===== config.mk =====
export PLATFORM = sky130hd
export DESIGN_NAME = adc_trigger
export DESIGN_NICKNAME = d
export VERILOG_FILES = /design/src/rtl/adc_trigger.sv
export SDC_FILE = /design/constraint.sdc
export NUM_CORES = 1
export LEC_CHECK = 0
export CELL_PAD_IN_SITES_DETAIL_PLACEMENT = 0
export CELL_PAD_IN_SITES_GLOBAL_PLACEMENT = 1
export CORE_MARGIN = 2
export CORE_UTILIZATION = 44
export CTS_CLUSTER_DIAMETER = 60
export DETAILED_ROUTE_END_ITERATION = 10
export GPL_TIMING_DRIVEN = 0
export PLACE_DENSITY_LB_ADDON = 0.1
export SLEW_MARGIN = 15
export SYNTH_ARGS = -nofsm -noshare
export SYNTH_HDL_FRONTEND = slang
export SYNTH_SLANG_ARGS = --single-unit

===== constraint.sdc =====
create_clock -name clk -period 10.8 [get_ports clk]
set_clock_uncertainty 0.15 [all_clocks]
set_input_delay 3.24 -clock clk [delete_from_list [all_inputs] [get_ports clk]]
set_output_delay 3.24 -clock clk [all_outputs]
set_load 0.01 [all_outputs]

===== src/rtl/adc_trigger.sv =====
// Shot-arrival trigger for one microphone channel: learns a quiet baseline, then
// raises start on a sustained excursion. Optional timestamp: ADC_TRIGGER_TIMESTAMP_EN.
module adc_trigger #(
  parameter int WIDTH      = 8,
  parameter int BASE_SHIFT = 4,
  parameter int CONFIRM    = 2,
  parameter int HOLDOFF    = 1024
) (
  input  logic             clk,
  input  logic             reset_n,
  input  logic [WIDTH-1:0] sample_in,
  input  logic             sample_wr,
  input  logic [WIDTH-1:0] threshold,
  input  logic             arm,
  input  logic             clear,
  output logic             start,
  output logic [2:0]       state_o,
  output logic [WIDTH-1:0] baseline,
  output logic [WIDTH-1:0] peak,
  output logic [15:0]      trig_time
);
  localparam int AW = WIDTH + BASE_SHIFT;
  localparam int HW = $clog2(HOLDOFF + 1);
  localparam logic [BASE_SHIFT:0] LAST_SMP = {(BASE_SHIFT+1){1'b1}} >> 1;
  localparam logic [3:0]          CONF_M1  = 4'(CONFIRM - 1);
  localparam logic [HW-1:0]       HOLD_M1  = HW'(HOLDOFF - 1);

  typedef enum logic [2:0] {
    S_IDLE  = 3'd0,
    S_BASE  = 3'd1,
    S_ARMED = 3'd2,
    S_TRIG  = 3'd3,
    S_HOLD  = 3'd4
  } state_t;

  state_t                  state;
  logic [AW-1:0]           acc, sum;
  logic [BASE_SHIFT:0]     scnt;
  logic [3:0]              qcnt;
  logic [HW-1:0]           hcnt;
  logic signed [WIDTH:0]   diff;
  logic [WIDTH-1:0]        mag;
  logic                    over, base_done, fire;

  // One extra bit keeps the difference exact; |diff| never exceeds 2^WIDTH-1.
  assign diff = $signed({1'b0, sample_in}) - $signed({1'b0, baseline});
  assign mag  = diff[WIDTH] ? WIDTH'(-diff) : WIDTH'(diff);
  assign sum  = acc + AW'(sample_in);
  assign over = mag > threshold;

  assign base_done = (state == S_BASE) && sample_wr && (scnt == LAST_SMP) && !clear;
  assign fire      = (state == S_ARMED) && sample_wr && over && (qcnt == CONF_M1) && !clear;

  assign state_o = state;

  always_ff @(posedge clk) begin
    if (!reset_n) begin
      state    <= S_IDLE;
      start    <= 1'b0;
      baseline <= '0;
      peak     <= '0;
      acc      <= '0;
      scnt     <= '0;
      qcnt     <= '0;
      hcnt     <= '0;
    end else begin
      case (state)
        S_IDLE: if (arm && !clear) begin
          state <= S_BASE;
          acc   <= '0;
          scnt  <= '0;
        end
        S_BASE: begin
          if (clear) begin
            state <= S_IDLE;
          end else if (base_done) begin
            baseline <= sum[AW-1:BASE_SHIFT];
            peak     <= '0;
            qcnt     <= '0;
            state    <= S_ARMED;
          end else if (sample_wr) begin
            acc  <= sum;
            scnt <= scnt + 1'b1;
          end
        end
        S_ARMED: begin
          if (clear) begin
            state <= S_IDLE;
          end else if (sample_wr) begin
            if (mag > peak) peak <= mag;
            if (fire) begin
              state <= S_TRIG;
              start <= 1'b1;
            end else if (over) begin
              qcnt <= qcnt + 1'b1;
            end else begin
              qcnt <= '0;
            end
          end
        end
        S_TRIG: begin
          if (clear) begin
            state <= S_HOLD;
            start <= 1'b0;
            hcnt  <= '0;
          end else if (sample_wr && mag > peak) begin
            peak <= mag;
          end
        end
        S_HOLD: begin
          // Counts clock cycles, not samples, so the dead time is rate independent.
          if (hcnt == HOLD_M1) state <= S_IDLE;
          else                 hcnt  <= hcnt + 1'b1;
        end
        default: begin
          state <= S_IDLE;
          start <= 1'b0;
        end
      endcase
    end
  end

`ifdef ADC_TRIGGER_TIMESTAMP_EN
  logic [15:0] ts, ts_next;
  assign ts_next = (ts == 16'hFFFF) ? ts : ts + 16'd1;

  always_ff @(posedge clk) begin
    if (!reset_n) begin
      ts        <= '0;
      trig_time <= '0;
    end else if (base_done) begin
      ts        <= '0;
      trig_time <= '0;
    end else if (state == S_ARMED && sample_wr) begin
      ts <= ts_next;
      if (fire) trig_time <= ts_next;
    end
  end
`else
  assign trig_time = 16'h0000;
`endif

endmodule


run_1/zoom.png
Window x 59 to 84, y 11 to 36 µm. Cells in gray, sequential cells in the stronger gray; small squares are vias.
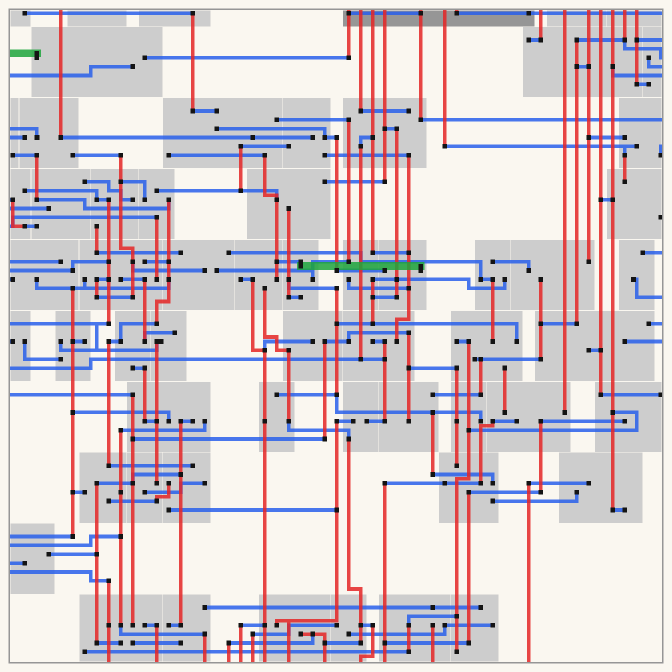
met3: in green. met1: in blue. met2: in red.
Most frequent: nor2_1 (5), nand2_1 (5), xnor2_1 (5). Sequential cells in the window: 0. 47 logic cells have their middle in the window.

run_1/pdn.png
Bar = 20 µm. Pins as bars on the die edge. Tap cells in gray.
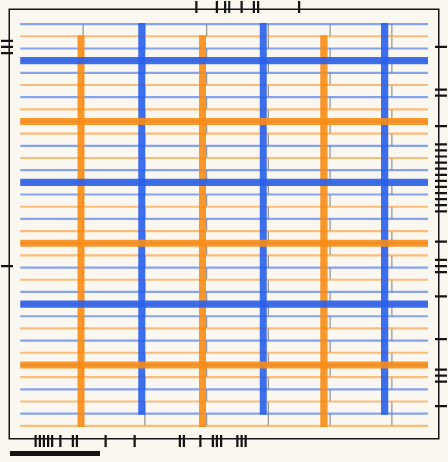
VSS: in orange. VDD: in blue.
105 tap cells. 6 straps on met5. 34 met1 rails follow the rows.
Max IR drop VDD: 0.0605 mV
DIE HEIGHT: 95.6 µm

==> run notes, run 1 <==
Implementation numbers.

- For the worst reg-to-reg path, the endpoint reported by OpenROAD is qcnt[2].
- The minimum period implied by the final worst setup slack is 7.40 ns.
- The maximum net fanout on the critical path is 5.
- The number of cells on the worst reg-to-reg path is 15.
- The run finished with clean final reports.
- Looking at the clock tree report, the H-tree level count equals 2.
- For the worst reg-to-reg path, the startpoint reported by OpenROAD is baseline[0].
- The total overflow left after global routing is 0.
- Setup repair after global routing left no endpoint under its margin.
- Looking at the hold checks, the worst path lands on peak[4].
- Clock tree synthesis inserted a total of 5 buffers.
- The share of post-route cells with drive strength above 1 is under 10%.
- In the final timing run, aggregate negative setup slack is 0 ns.
- The count of tool warnings is 27.
- The portion of netlist area occupied by mux cells is 1.08%.
- The area fraction in full adders, half adders and majority gates is between 10% and 20%.
- The initial core utilization is 45.2%.
- The first global-routing pass estimated 13.7 mm of wire.
- After the last flow step, the layout net total stands at a little under 600.
- The part of the power in the clock network is about 28%.
- By instance count, the cell type seen most on the critical path is sky130_fd_sc_hd__o211ai_1.
- The count of library flops with an enable pin is 0.
- The met1 demand-to-capacity share in global routing is 25.0%.
- The region available for standard cell placement spans 0.00818 mm².
- The final max-slew violation count recorded for this run is 0.
- The number of fill cells is 784.
- Per the synthesis report, the simple-gate share of the synthesized area is 21.1%.
- TritonCTS built the clock tree.
- The number of global-route vias before repair is 2973.
- The share of synthesized cell area in and-or and or-and compound cells is 21.1%.
- The capture point of the critical path was reported as qcnt[2].
- Per the breakdown, switching nets consume 32.0% of all power.
- The number of cells on the worst hold path is listed as 2.
- Hold-check failures listed in the final report amount to 0.
- Looking at the post-CTS report, the setup buffer insertion count equals 0.
- The required time of the critical path is about 11 ns.
- Per the CTS log, the root buffer master is sky130_fd_sc_hd__clkbuf_8.
- In this run the tightest slew margin relative to its limit is about three fifths.
- Per the layout area report, the combinational gate area comes to 0.00237 mm².
- The number of hold-repair buffers added at the cts stage is 0.
- The x dimension of the die is 95.6 µm.
- The most critical setup path has its startpoint at sample_in[1].
- The type of the most critical hold path is reg2reg.
- Yosys stat counts approximately 460 cells in the synthesized netlist.
- By instance count after routing, the leading logic cell type is sky130_fd_sc_hd__dfxtp_1.
- The static leakage power is approximately 1.7 nW.
run_1/registers.png
Other sequential cells in the stronger gray, the rest of the logic in the fainter gray.
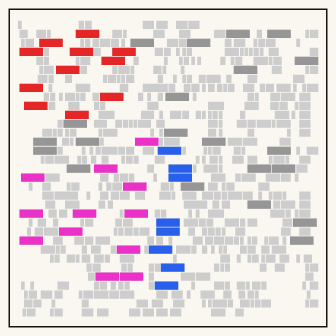
hcnt: in red, placed flops 11, where top left. baseline: in blue, placed flops 8. acc: in magenta, placed flops 12.
Another 21 sequential cells are not colored.
Post-Route Utilization: 53.5%
P_seq: 0.197 mW

[run 1: power groups by stage]
stage	Sequential (mW)	Clock [mW]	Combinational, mW
after CTS	0.197	0.123	0.105
final	0.197	0.120	0.105
after floorplan	0.201	0	0.0746
after global placement	0.201	0	0.103
after global routing	0.197	0.132	0.118
after detailed placement	0.201	0	0.105
[run 1: routing by layer]
metal | routed length [µm] | vias up
met5 | 0 | -
met4 | 46 | 0
met3 | 285 | 5
met2 | 4020 | 46
met1 | 4200 | 1507
li1 | - | 1728
[run 1: cells in the mapped netlist, types with 2 or more instances]
library cell / instances
sky130_fd_sc_hd__xnor2_1: 13
sky130_fd_sc_hd__dfxtp_1: 52
sky130_fd_sc_hd__a21o_1: 6
sky130_fd_sc_hd__o22ai_1: 4
sky130_fd_sc_hd__o21a_1: 5
sky130_fd_sc_hd__nand3b_1: 3
sky130_fd_sc_hd__or2_2: 4
sky130_fd_sc_hd__nand3_1: 18
sky130_fd_sc_hd__o211ai_1: 11
sky130_fd_sc_hd__o2bb2ai_1: 5
sky130_fd_sc_hd__and2_1: 5
sky130_fd_sc_hd__o21ai_0: 20
sky130_fd_sc_hd__a31oi_1: 5
sky130_fd_sc_hd__nor2b_1: 4
sky130_fd_sc_hd__nor2_1: 38
sky130_fd_sc_hd__mux2i_1: 4
sky130_fd_sc_hd__o31a_1: 2
sky130_fd_sc_hd__nand2_1: 31
sky130_fd_sc_hd__fa_1: 2
sky130_fd_sc_hd__clkbuf_1: 10
sky130_fd_sc_hd__nand4_1: 9
sky130_fd_sc_hd__nor3b_1: 3
sky130_fd_sc_hd__nand2b_1: 4
sky130_fd_sc_hd__inv_1: 40
sky130_fd_sc_hd__xor2_1: 10
sky130_fd_sc_hd__a211oi_1: 6
sky130_fd_sc_hd__a22oi_1: 8
sky130_fd_sc_hd__nor4_1: 2
sky130_fd_sc_hd__buf_4: 17
sky130_fd_sc_hd__and4_1: 3
sky130_fd_sc_hd__or3_1: 8
sky130_fd_sc_hd__a21oi_1: 30
sky130_fd_sc_hd__o31ai_1: 2
sky130_fd_sc_hd__nand4b_1: 2
sky130_fd_sc_hd__nor3_1: 5
sky130_fd_sc_hd__ha_1: 38
[run 1: through the flow]
stage          std cells  power (mW)  setup WS [ns]  util (%)  area [µm²]
2_1_floorplan        471       0.276           4.02         -        3750
3_3_place_gp         616       0.304           3.04      52.4        4280
5_1_grt              624       0.447           3.07      53.5        4370
4_1_cts              624       0.426           3.36      53.5        4370
3_5_place_dp         616       0.306           3.02      52.4        4280
6_report             624       0.422           3.40      53.5        4370
[run 1: cell type report]
class	instances	area share [%]
inverters	40	3.43
flip-flops and latches	52	23.8
clock inverters	3	0.515
clock buffers	5	1.57
repair buffers	40	9.15
well taps	105	3.00
multi-input cells	349	54.3
plain buffers	30	4.23
[run 1: cell families (layout without fill, tap and decap cells)]
family	count (synthesis)	count (layout)
simple gates	148	148
fa+ha+maj	40	40
buf+inv	70	118
xor+xnor	23	23
compound gates	118	118
flops	52	52
mux	4	4
other cells	1	16
[run 1: sequential cells by signal, summed over array words and instances, names as in the netlist]
signal	flops
scnt	5
qcnt	4
baseline	8
state_o	3
acc	12
hcnt	11
start	1
peak	8
run_1/final_congestion.png
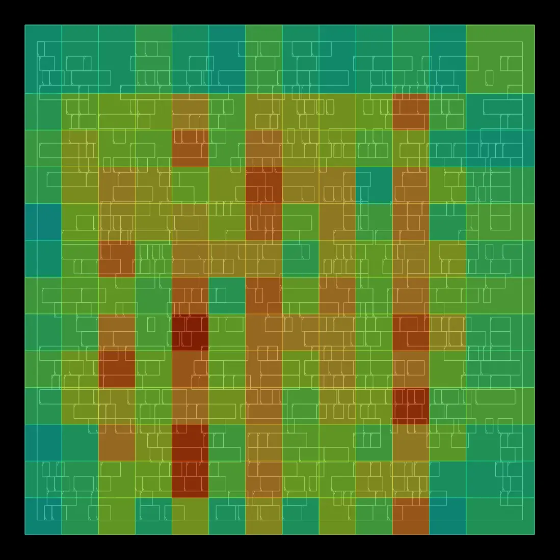

==> run 2: changes to the inputs <==
--- a/config.mk
+++ b/config.mk
@@ -8,7 +8,7 @@
 export CELL_PAD_IN_SITES_DETAIL_PLACEMENT = 0
 export CELL_PAD_IN_SITES_GLOBAL_PLACEMENT = 1
 export CORE_MARGIN = 2
-export CORE_UTILIZATION = 44
+export CORE_UTILIZATION = 41
 export CTS_CLUSTER_DIAMETER = 60
 export DETAILED_ROUTE_END_ITERATION = 10
 export GPL_TIMING_DRIVEN = 0
==> constraint.sdc (replaced) <==
create_clock -name clk -period 7.22 [get_ports clk]
set_clock_uncertainty 0.15 [all_clocks]
set_input_delay 2.166 -clock clk [delete_from_list [all_inputs] [get_ports clk]]
set_output_delay 2.166 -clock clk [all_outputs]
set_load 0.01 [all_outputs]
run_2/final_congestion.png
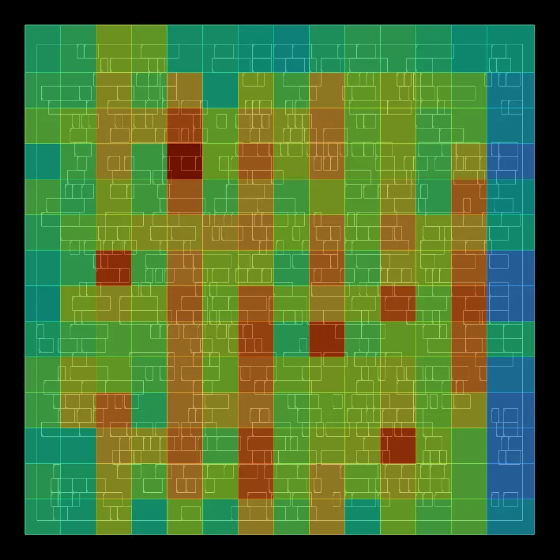
wire length per cell after detailed routing: 13.8 µm
Total GRT Usage: 18.4%
met1 track utilization from global routing: 24.7%
grt met3 use: 2.70%

==> run notes, run 2 <==
Implementation numbers.

- The number of cells on the worst reg-to-reg path came to 16 (was 15).
- List of most frequent post-synthesis cells: sky130_fd_sc_hd__dfxtp_1 (52), sky130_fd_sc_hd__inv_1 (40), sky130_fd_sc_hd__ha_1 (38), sky130_fd_sc_hd__nor2_1 (38), sky130_fd_sc_hd__nand2_1 (31) (unchanged).
- The count of nets after finishing is 579 (unchanged).
- The core utilization of the finished layout is 50.4% (was 53.5%).
- The count of instantiated cells in the yosys netlist is 456 (unchanged).
- The final total power is 0.659 mW (was 0.422 mW).
- The maximum vdd drop was 0.120 mV (was 0.0605 mV).
- The H-tree depth reported by CTS is 2 (unchanged).
- The number of flip-flops in the largest register came to 12 (unchanged).
- The endpoint of the most critical setup path is qcnt[1] (was qcnt[2]).
- RSZ-0062 raised after global routing: no (unchanged).
- The height of the die was 98.9 µm (was 95.6 µm).
- The type of the most critical hold path is reg2reg (unchanged).
- The x dimension of the die is 98.9 µm (was 95.6 µm).
- Largest registers: acc x12, hcnt x11 (unchanged).
- The CTS buffer count is 5 (unchanged).
- The worst setup slack before clock tree synthesis is 0.479 ns (was 3.02 ns).
- The number of max-slew violations in the final report is 0 (unchanged).
- The reg-to-reg endpoint is qcnt[1] (was qcnt[2]).
- The first-pass GRT wire length is 14.8 mm (was 13.7 mm).
- The number of global-route vias before repair is 3137 (was 2973).
- The number of fill cells is 865 (was 784).
- The buffer type at the clock tree root is sky130_fd_sc_hd__clkbuf_8 (unchanged).
- The count of library flops with an enable pin came to 0 (unchanged).
- For the finished layout, the period the worst path requires is 6.42 ns.
- The number of hold-repair buffers added at the cts stage is 0 (unchanged).
- The number of buffers inserted by post-CTS setup repair is 0 (unchanged).
- The core outline area is 0.00872 mm² (was 0.00818 mm²).
- The most flop-heavy register is acc (unchanged).
- Run status: finished, final reports clean (unchanged).
- The count of tool warnings was 27 (unchanged).
run 2: kinds of logic after synthesis:
family | count (synthesis) | share of synthesized area (%)
compound gates | 118 | 21.1
xor+xnor | 23 | 5.45
fa+ha+maj | 40 | 14.0
buf+inv | 70 | 9.08
flops | 52 | 28.2
mux | 4 | 1.08
other cells | 1 | 0.101
simple gates | 148 | 21.1
run 2: cell type report:
type / count / area [µm²] / area share [%]
buffer: 30 / 185 / 4.21
multi-input combinational: 349 / 2370 / 54.0
tap: 108 / 135 / 3.07
clock buffer: 6 / 72.6 / 1.65
clock inverter: 2 / 38.8 / 0.882
timing repair buffer: 40 / 400 / 9.10
sequential: 52 / 1040 / 23.7
inverter: 40 / 150 / 3.41
run 2: worst max-delay path: stages:
cell,delay [ns]
sky130_fd_sc_hd__clkdlybuf4s50_1,0.49
sky130_fd_sc_hd__inv_1,0.07
sky130_fd_sc_hd__ha_1,0.23
sky130_fd_sc_hd__fa_1,0.39
sky130_fd_sc_hd__nand2b_1,0.23
sky130_fd_sc_hd__a21oi_1,0.31
sky130_fd_sc_hd__inv_1,0.09
sky130_fd_sc_hd__a211oi_1,0.28
sky130_fd_sc_hd__nor2_1,0.09
sky130_fd_sc_hd__xnor2_1,0.32
sky130_fd_sc_hd__ha_1,0.32
sky130_fd_sc_hd__a21o_1,0.16
sky130_fd_sc_hd__a21o_1,0.18
sky130_fd_sc_hd__a211oi_1,0.32
sky130_fd_sc_hd__a311o_1,0.22
sky130_fd_sc_hd__nor4_1,0.09
sky130_fd_sc_hd__a211oi_2,0.35
sky130_fd_sc_hd__mux2i_1,0.21
run 2: where the power goes:
group / total, mW / leakage [nW] / switching [mW] / internal, mW
Combinational: 0.157 / 1.22 / 0.0874 / 0.0693
Clock: 0.208 / 0.0558 / 0.103 / 0.105
Sequential: 0.294 / 0.419 / 0.00434 / 0.290
run 2: how the worst min path moves through the flow:
stage	start	depth (start not counted)	slack [ns]	to
2_1_floorplan	acc[5]	2	0.30	acc[5]
6_report	peak[7]	2	0.33	peak[7]
4_1_cts	peak[7]	2	0.33	peak[7]
3_5_place_dp	peak[7]	2	0.32	peak[7]
5_1_grt	peak[7]	2	0.35	peak[7]
3_3_place_gp	acc[5]	2	0.31	acc[5]
run 2: routing by layer:
metal	vias up	share of wire [%]	track usage, %
li1	1723	-	-
met1	1514	49	24.7
met2	52	47	31.5
met3	7	3.3	2.70
met4	0	0.89	3.90
met5	-	0	0
run 2: stage by stage:
stage          cell area [µm²]  hold slack (ns)  std cells
5_1_grt                   4400            0.345        627
4_1_cts                   4400            0.332        627
3_5_place_dp              4290            0.320        619
3_3_place_gp              4290            0.313        619
6_report                  4400            0.330        627
2_1_floorplan             3750            0.298        471
run_2/metal_stack.png
Only two layers are drawn.
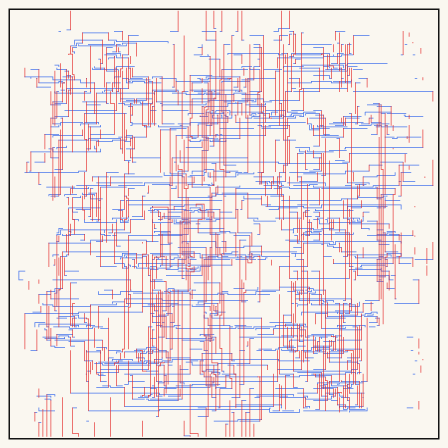

==> run 3: changes to the inputs <==
--- a/config.mk
+++ b/config.mk
@@ -7,8 +7,8 @@
 export LEC_CHECK = 0
 export CELL_PAD_IN_SITES_DETAIL_PLACEMENT = 0
 export CELL_PAD_IN_SITES_GLOBAL_PLACEMENT = 1
-export CORE_MARGIN = 2
-export CORE_UTILIZATION = 41
+export CORE_MARGIN = 3
+export CORE_UTILIZATION = 37
 export CTS_CLUSTER_DIAMETER = 60
 export DETAILED_ROUTE_END_ITERATION = 10
 export GPL_TIMING_DRIVEN = 0
==> constraint.sdc (replaced) <==
create_clock -name clk -period 5.2 [get_ports clk]
set_clock_uncertainty 0.15 [all_clocks]
set_input_delay 1.56 -clock clk [delete_from_list [all_inputs] [get_ports clk]]
set_output_delay 1.56 -clock clk [all_outputs]
set_load 0.01 [all_outputs]
run_3/metal_stack.png
Only two layers are drawn.
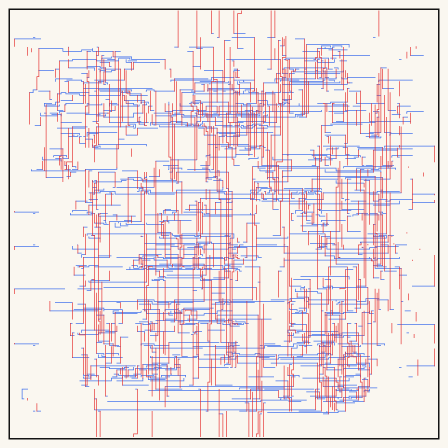
met1: in blue, wire length 4400 µm. met2: in red, wire length 4370 µm.
Total GRT Usage: 16.1%
wire length per cell after detailed routing: 14.0 µm

==> run notes, run 3 <==
Implementation numbers.

- Run status: complete, but fails checks (was finished, final reports clean).
- The final reports fail on setup timing.
- The number of placed instances with taps included was 640 (was 619).
- The clock tree from TritonCTS is yes (unchanged).
- The post-detailed-placement cell area came to 0.00431 mm² (was 0.00429 mm²).
- The initial core utilization is 39.1% (was 42.4%).
- The area taken by flip-flops and latches came to 0.00104 mm² (unchanged).
- The library cell with the highest instance count after synthesis is sky130_fd_sc_hd__dfxtp_1 (unchanged).
- The area of the multi-input gates is 0.00259 mm² (was 0.00237 mm²).
- The first-pass GRT wire length is 15.0 mm (was 14.8 mm).
- The final total negative setup slack is -0.0509 ns (was 0 ns).
- The most flop-heavy register is acc (unchanged).
- The count of library flops with an enable pin is 0 (unchanged).
- The post-route worst setup slack is -0.0465 ns (was 0.799 ns).
- The number of fill cells is 977 (was 865).
- The maximum vdd drop came to 0.102 mV (was 0.120 mV).
- The x dimension of the die is 106 µm (was 98.9 µm).
- The height of the die is 106 µm (was 98.9 µm).
- The max-slew headroom at the worst pin was 60.7% (was 64.9%).
- The number of endpoints failing setup at the final stage is 2 (was 0).
- RSZ-0062 raised after global routing: yes (was no).
[run 3: cell types whose count changed in the layout (fill, tap and decap cells not counted), sizes merged]
cell	before	now
buf	20	29
bufinv	1	0
clkdlybuf4s15	0	2
clkdlybuf4s50	40	37
clkinv	0	1
dlymetal6s2s	0	1
inv	41	40
[run 3: kinds of logic (layout without fill, tap and decap cells)]
| group | after synthesis | after routing | share of synthesized area [%] |
|---|---|---|---|
| fa+ha+maj | 40 | 40 | 14.0 |
| flops | 52 | 52 | 28.2 |
| xor+xnor | 23 | 23 | 5.45 |
| buf+inv | 70 | 126 | 9.08 |
| mux | 4 | 4 | 1.08 |
| compound gates | 118 | 118 | 21.1 |
| simple gates | 148 | 148 | 21.1 |
| other cells | 1 | 16 | 0.101 |
[run 3: what timing repair did]
item                                    CTS  global route
pin swaps                                11            13
cloned                                    0             0
endpoints found under the setup margin   14            12
setup buffers                             8             2
gates resized                            20            30
[run 3: worst max-delay path, delay by kind of cell]
kind,cells,cell delay [ns]
muxes,1,0.17
and+or+nand+nor,5,0.55
buffers and inverters,4,0.58
AOI/OAI and AO/OA,6,1.37
adders and majority gates,3,0.85
xor gates and xnor gates,1,0.26
[run 3: area by class of cell]
type                            instances  area share, %
Clock inverter                          1          0.187
Tap cell                              129           3.45
Buffer                                 29           3.87
Sequential cell                        52           22.2
Clock buffer                            7           1.63
Multi-Input combinational cell        349           55.4
Timing Repair Buffer                   49           10.0
Inverter                               40           3.21
[run 3: final timing paths]
check	from	to	slack (ns)	depth (start not counted)
max	sample_in[0]	qcnt[1]	-0.05	20
min	peak[5]	peak[5]	0.33	2
max reg2reg	baseline[0]	qcnt[1]	1.07	18
min reg2reg	peak[5]	peak[5]	0.33	2
[run 3: metal layers]
layer / wire, µm / part of all wire (%) / global-route usage [%]
met1: 4400 / 48 / 21.8
met2: 4370 / 48 / 27.0
met3: 349 / 3.8 / 2.85
met4: 52 / 0.57 / 3.15
met5: 0 / 0 / 0
[run 3: report_power, final]
| group | switching (mW) | internal [mW] | total (mW) |
|---|---|---|---|
| Clock | 0.142 | 0.0968 | 0.238 |
| Sequential | 0.00611 | 0.403 | 0.409 |
| Combinational | 0.146 | 0.128 | 0.274 |
| Total | 0.294 | 0.627 | 0.921 |
[run 3: per-stage QoR]
stage	power (mW)	util, %
2_1_floorplan	0.573	-
3_3_place_gp	0.634	45.6
3_5_place_dp	0.636	45.6
4_1_cts	0.893	47.9
5_1_grt	0.978	49.5
6_report	0.921	49.5
Power figures rest on the tool's default switching activity, not on a simulated workload.
